--- src/rtl/ifmap_read_sched.sv ---
// Ifmap read scheduler: configures the read-address generator once per layer, then
// streams one bank's worth of reads per tile and hands the bank back to the writer.
module ifmap_read_sched #(
    parameter int BANK_ADDR_WIDTH = 8,
    parameter int TILE_WIDTH      = 8
) (
    input  logic                         clk,
    input  logic                         rst,
    input  logic                         start,
    input  logic [9*BANK_ADDR_WIDTH-1:0] cfg_data,
    input  logic [TILE_WIDTH-1:0]        cfg_tiles,
    input  logic                         bank_ready,
    input  logic                         stall,
    output logic                         gen_config_en,
    output logic [9*BANK_ADDR_WIDTH-1:0] gen_config_data,
    output logic                         gen_adr_en,
    output logic                         read_valid,
    output logic                         last_read,
    output logic                         bank_release,
    output logic                         busy,
    output logic                         done,
    output logic                         cfg_err
);
    localparam int W  = BANK_ADDR_WIDTH;
    localparam int CW = 9 * W;
    localparam int TW = 6 * W;

    typedef enum logic [2:0] {
        S_IDLE,
        S_CONFIG,
        S_WAIT_BANK,
        S_RUN,
        S_RELEASE
    } state_t;

    state_t                state_q, state_d;
    logic [CW-1:0]         cfg_q, cfg_d;
    logic [TILE_WIDTH-1:0] tiles_q, tiles_d;
    logic [TW-1:0]         total_q, total_d;
    logic [TW-1:0]         read_cnt_q, read_cnt_d;
    logic [TILE_WIDTH-1:0] tile_cnt_q, tile_cnt_d;
    logic                  gen_config_en_q, gen_config_en_d;
    logic                  read_valid_q, read_valid_d;
    logic                  last_read_q, last_read_d;
    logic                  bank_release_q, bank_release_d;
    logic                  done_q, done_d;
    logic                  cfg_err_q, cfg_err_d;

    logic [W-1:0]  ox0, oy0, fx, fy, ic1, oc1;
    logic [TW-1:0] total_calc;
    logic          cfg_zero;
    logic          is_last_read;
    logic          is_last_tile;

    function automatic logic [TW-1:0] ext(input logic [W-1:0] v);
        return {{(TW - W){1'b0}}, v};
    endfunction

    // Field order is {OX0, OY0, FX, FY, STRIDE, IX0, IY0, IC1, OC1}, MSB first.
    assign ox0 = cfg_q[9*W-1 -: W];
    assign oy0 = cfg_q[8*W-1 -: W];
    assign fx  = cfg_q[7*W-1 -: W];
    assign fy  = cfg_q[6*W-1 -: W];
    assign ic1 = cfg_q[2*W-1 -: W];
    assign oc1 = cfg_q[W-1:0];

    // Full-width product: six W-bit factors never overflow 6*W bits.
    assign total_calc = ext(ox0) * ext(oy0) * ext(fx) * ext(fy) * ext(ic1) * ext(oc1);
    assign cfg_zero   = (ox0 == '0) || (oy0 == '0) || (fx == '0) || (fy == '0) ||
                        (ic1 == '0) || (oc1 == '0) || (tiles_q == '0);

    assign gen_adr_en   = (state_q == S_RUN) && !stall;
    assign is_last_read = (read_cnt_q == total_q - TW'(1));
    assign is_last_tile = (tile_cnt_q == tiles_q - TILE_WIDTH'(1));

    always_comb begin
        state_d         = state_q;
        cfg_d           = cfg_q;
        tiles_d         = tiles_q;
        total_d         = total_q;
        read_cnt_d      = read_cnt_q;
        tile_cnt_d      = tile_cnt_q;
        gen_config_en_d = 1'b0;
        bank_release_d  = 1'b0;
        done_d          = 1'b0;
        cfg_err_d       = 1'b0;
        read_valid_d    = gen_adr_en;
        last_read_d     = gen_adr_en && is_last_read;

        case (state_q)
            S_IDLE: begin
                if (start) begin
                    cfg_d           = cfg_data;
                    tiles_d         = cfg_tiles;
                    gen_config_en_d = 1'b1;
                    state_d         = S_CONFIG;
                end
            end
            S_CONFIG: begin
                total_d    = total_calc;
                read_cnt_d = '0;
                tile_cnt_d = '0;
                if (cfg_zero) begin
                    done_d    = 1'b1;
                    cfg_err_d = 1'b1;
                    state_d   = S_IDLE;
                end else begin
                    state_d = S_WAIT_BANK;
                end
            end
            S_WAIT_BANK: begin
                if (bank_ready) begin
                    state_d = S_RUN;
                end
            end
            S_RUN: begin
                // Release/done pulses are registered so they land in the RELEASE cycle.
                if (gen_adr_en) begin
                    if (is_last_read) begin
                        bank_release_d = 1'b1;
                        done_d         = is_last_tile;
                        state_d        = S_RELEASE;
                    end else begin
                        read_cnt_d = read_cnt_q + TW'(1);
                    end
                end
            end
            S_RELEASE: begin
                read_cnt_d = '0;
                tile_cnt_d = tile_cnt_q + TILE_WIDTH'(1);
                state_d    = is_last_tile ? S_IDLE : S_WAIT_BANK;
            end
            default: begin
                state_d = S_IDLE;
            end
        endcase
    end

    always_ff @(posedge clk) begin
        if (rst) begin
            state_q         <= S_IDLE;
            cfg_q           <= '0;
            tiles_q         <= '0;
            total_q         <= '0;
            read_cnt_q      <= '0;
            tile_cnt_q      <= '0;
            gen_config_en_q <= 1'b0;
            read_valid_q    <= 1'b0;
            last_read_q     <= 1'b0;
            bank_release_q  <= 1'b0;
            done_q          <= 1'b0;
            cfg_err_q       <= 1'b0;
        end else begin
            state_q         <= state_d;
            cfg_q           <= cfg_d;
            tiles_q         <= tiles_d;
            total_q         <= total_d;
            read_cnt_q      <= read_cnt_d;
            tile_cnt_q      <= tile_cnt_d;
            gen_config_en_q <= gen_config_en_d;
            read_valid_q    <= read_valid_d;
            last_read_q     <= last_read_d;
            bank_release_q  <= bank_release_d;
            done_q          <= done_d;
            cfg_err_q       <= cfg_err_d;
        end
    end

    assign gen_config_en   = gen_config_en_q;
    assign gen_config_data = cfg_q;
    assign read_valid      = read_valid_q;
    assign last_read       = last_read_q;
    assign bank_release    = bank_release_q;
    assign busy            = (state_q != S_IDLE);
    assign done            = done_q;
    assign cfg_err         = cfg_err_q;

endmodule

--- config.mk ---
export PLATFORM = sky130hd
export DESIGN_NAME = ifmap_read_sched
export DESIGN_NICKNAME = d
export VERILOG_FILES = /design/src/rtl/ifmap_read_sched.sv
export SDC_FILE = /design/constraint.sdc
export NUM_CORES = 2
export LEC_CHECK = 0
export CAP_MARGIN = 20
export CORE_MARGIN = 2
export CORE_UTILIZATION = 30
export DETAILED_ROUTE_END_ITERATION = 16
export PLACE_DENSITY = 0.42
export SLEW_MARGIN = 20
export SYNTH_ARGS = -nofsm -noshare
export SYNTH_HDL_FRONTEND = slang
export SYNTH_SLANG_ARGS = --single-unit
--- constraint.sdc ---
create_clock -name clk -period 43.2 [get_ports clk]
set_clock_uncertainty 0.1 [all_clocks]
set_input_delay 8.64 -clock clk [delete_from_list [all_inputs] [get_ports clk]]
set_output_delay 8.64 -clock clk [all_outputs]
set_load 0.01 [all_outputs]
==> impl_summary.log <==
[flow] summary of implementation run
[metrics] cell occurring most often along the worst timing path: sky130_fd_sc_hd__fa_1
[metrics] met1 capacity usage during global routing: 0.254
[metrics] endpoints failing setup: 0
[metrics] standard cell area after detailed placement: 42900 sq um
[metrics] number of buffers on the longest clock path: 2
[metrics] first-iteration detailed-routing DRC count: 1787
[metrics] yosys cell count: approximately 4800
[metrics] total clock buffers created by CTS: 17
[metrics] HPWL reported at the end of detailed placement: between 90 and 100 mm
[metrics] wire length on met1: 56.6 mm
[metrics] DR WL/cell: 17.6 um
[metrics] overall die area: 134000 sq um
[metrics] clock tree from TritonCTS: yes
[metrics] top cell types by occurrence after synthesis: 753 x sky130_fd_sc_hd__nand2_1, 666 x sky130_fd_sc_hd__inv_1, 660 x sky130_fd_sc_hd__fa_1
[metrics] total leakage power: 19.2 nW
[metrics] final critical-path required period: 22.34 ns
[metrics] type of the worst min-delay path: flop to flop
[metrics] standard cell with the maximum stage delay on the critical path: sky130_fd_sc_hd__dfxtp_1
[metrics] Remaining Overflow, GRT: 0
[metrics] count of flip-flops with a built-in enable after synthesis: 0
[metrics] Final WS setup: 20.86 ns
[metrics] post-synth top area share: 0.335
[metrics] met3 Resource Use GR: 0.0161
[metrics] # hold bufs at CTS: 0
[metrics] outcome: complete, no violations
[metrics] power density over the cells: 14.1 nW/um^2
[metrics] PnR Total Power: 0.614 mW
[metrics] Filler cells: 13900
[metrics] Setup crit end kind: flop
[metrics] final tally of max-slew violations: 0
[metrics] placement row count: 133
[metrics] proportion of register bits with asynchronous set or reset after synthesis: 0
[metrics] Die X-Extent: around 370 um
[metrics] Nets at Floorplan: 5759
[metrics] Most Crowded Layer GR: met2
[worst paths after layout]
path	startpoint	end	slack [ns]	cells past startpoint
worst max register to register	gen_config_data[64]	total_q[47]	20.86	80
worst max-delay path	gen_config_data[64]	total_q[47]	20.86	80
worst min register to register	gen_config_data[26]	gen_config_data[26]	0.35	2
worst min-delay path	gen_config_data[26]	gen_config_data[26]	0.35	2
[cells by family (layout without fill, tap and decap cells)]
kind of cell,Yosys count,count (layout),synth area share
and+or+nand+nor,1922,1922,0.248
adders and majority gates,924,924,0.418
muxes,56,56,0.0143
xor gates and xnor gates,189,189,0.0419
other,0,1,0
AOI/OAI and AO/OA,603,603,0.0958
DFF,193,193,0.0979
buffers and inverters,863,908,0.0836
[layout make-up]
cell class,instances,area [sq um],share of cell area
inverter,666,2500,0.0574
antenna,1,2.50,0.0000575
multi-input combinational,3694,32300,0.743
timing repair buffer,210,1990,0.0457
tap,1755,2200,0.0505
clock inverter,13,175,0.00403
sequential,193,3860,0.0888
clock buffer,19,443,0.0102
[where the power goes]
| group | total (mW) | internal, mW | switching (mW) |
|---|---|---|---|
| clock | 0.183 | 0.0938 | 0.0892 |
| sequential | 0.195 | 0.184 | 0.0115 |
| combinational | 0.235 | 0.0837 | 0.152 |
| total | 0.614 | 0.361 | 0.252 |
[flip-flops by register name, indices dropped and copies added, names as in the netlist]
register,flops
gen_config_data,72
read_cnt_q,48
total_q,48
tile_cnt_q,8
tiles_q,8
state_q,3
bank_release,1
cfg_err,1
done,1
gen_config_en,1
last_read,1
read_valid,1
[critical path: cells and delay by family, from the launching register on]
family	cells	cell delay, ns
AND-OR/OR-AND	24	4.27
XOR/XNOR	4	2.44
adder cells (fa/ha/maj)	25	11.58
buffers and inverters	14	0.66
flip-flops	1	0.71
AND/OR/NAND/NOR	13	2.46
[cell usage in the layout (no fill, tap or decap), types with 23 or more instances in the layout]
cell type	netlist	routed
sky130_fd_sc_hd__a21o_1	54	54
sky130_fd_sc_hd__a21oi_1	263	263
sky130_fd_sc_hd__and2_1	570	569
sky130_fd_sc_hd__and3_1	49	49
sky130_fd_sc_hd__buf_4	4	46
sky130_fd_sc_hd__clkdlybuf4s50_1	0	163
sky130_fd_sc_hd__dfxtp_1	193	192
sky130_fd_sc_hd__fa_1	660	660
sky130_fd_sc_hd__ha_1	264	264
sky130_fd_sc_hd__inv_1	666	666
sky130_fd_sc_hd__mux2i_1	53	53
sky130_fd_sc_hd__nand2_1	753	752
sky130_fd_sc_hd__nand2b_1	72	71
sky130_fd_sc_hd__nand3_1	82	82
sky130_fd_sc_hd__nand4_1	38	38
sky130_fd_sc_hd__nor2_1	130	129
sky130_fd_sc_hd__nor2b_1	37	37
sky130_fd_sc_hd__nor3_1	59	57
sky130_fd_sc_hd__nor4_1	36	36
sky130_fd_sc_hd__o21a_1	26	26
sky130_fd_sc_hd__o21ai_0	80	80
sky130_fd_sc_hd__o21bai_1	28	28
sky130_fd_sc_hd__or3_1	23	23
sky130_fd_sc_hd__xnor2_1	136	136
sky130_fd_sc_hd__xor2_1	53	53
==> images/density.png <==
Drawn at 1 px/um. 37 x 37 tiles, from black (low) to pale yellow (high), 0 to 100% covered.
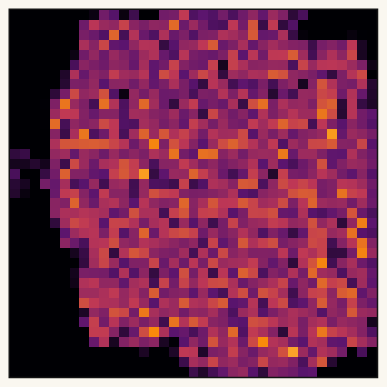
emptiest ninth of the die: lower left
fullest tile: 80%
nearly empty tiles: 19%
tiles over 75% full: 0.20%
mean over tiles: 31%

==> images/metal_stack.png <==
Drawn at 1 px/um.
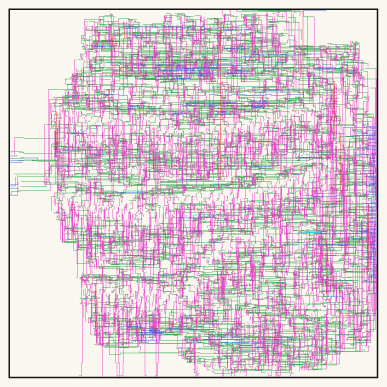
| colour | layer | wire length |
|---|---|---|
| magenta | met2 | 54.2 mm |
| cyan | met5 | 13.8 um |
| green | met1 | 56.6 mm |
| blue | met3 | 3350 um |
| red | met4 | 969 um |

==> images/pins.png <==
Drawn at 1 px/um. Pins as bars across the die edge, other pins in grey.
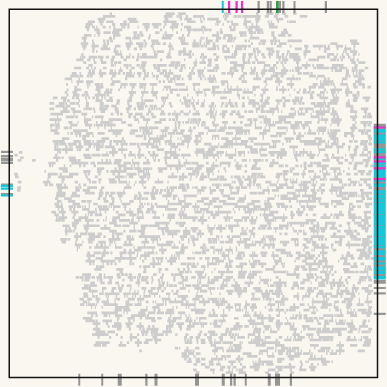
| colour | port | pins | direction | edge |
|---|---|---|---|---|
| magenta | cfg_tiles | 8 | input | 5 right, 3 top |
| cyan | cfg_data | 72 | input | 68 right, 3 left, 1 top |
| green | stall | 1 | input | top |
all pins by edge: 119 right, 23 bottom, 13 top, 10 left

Power figures rest on the tool's default switching activity, not on a simulated workload.
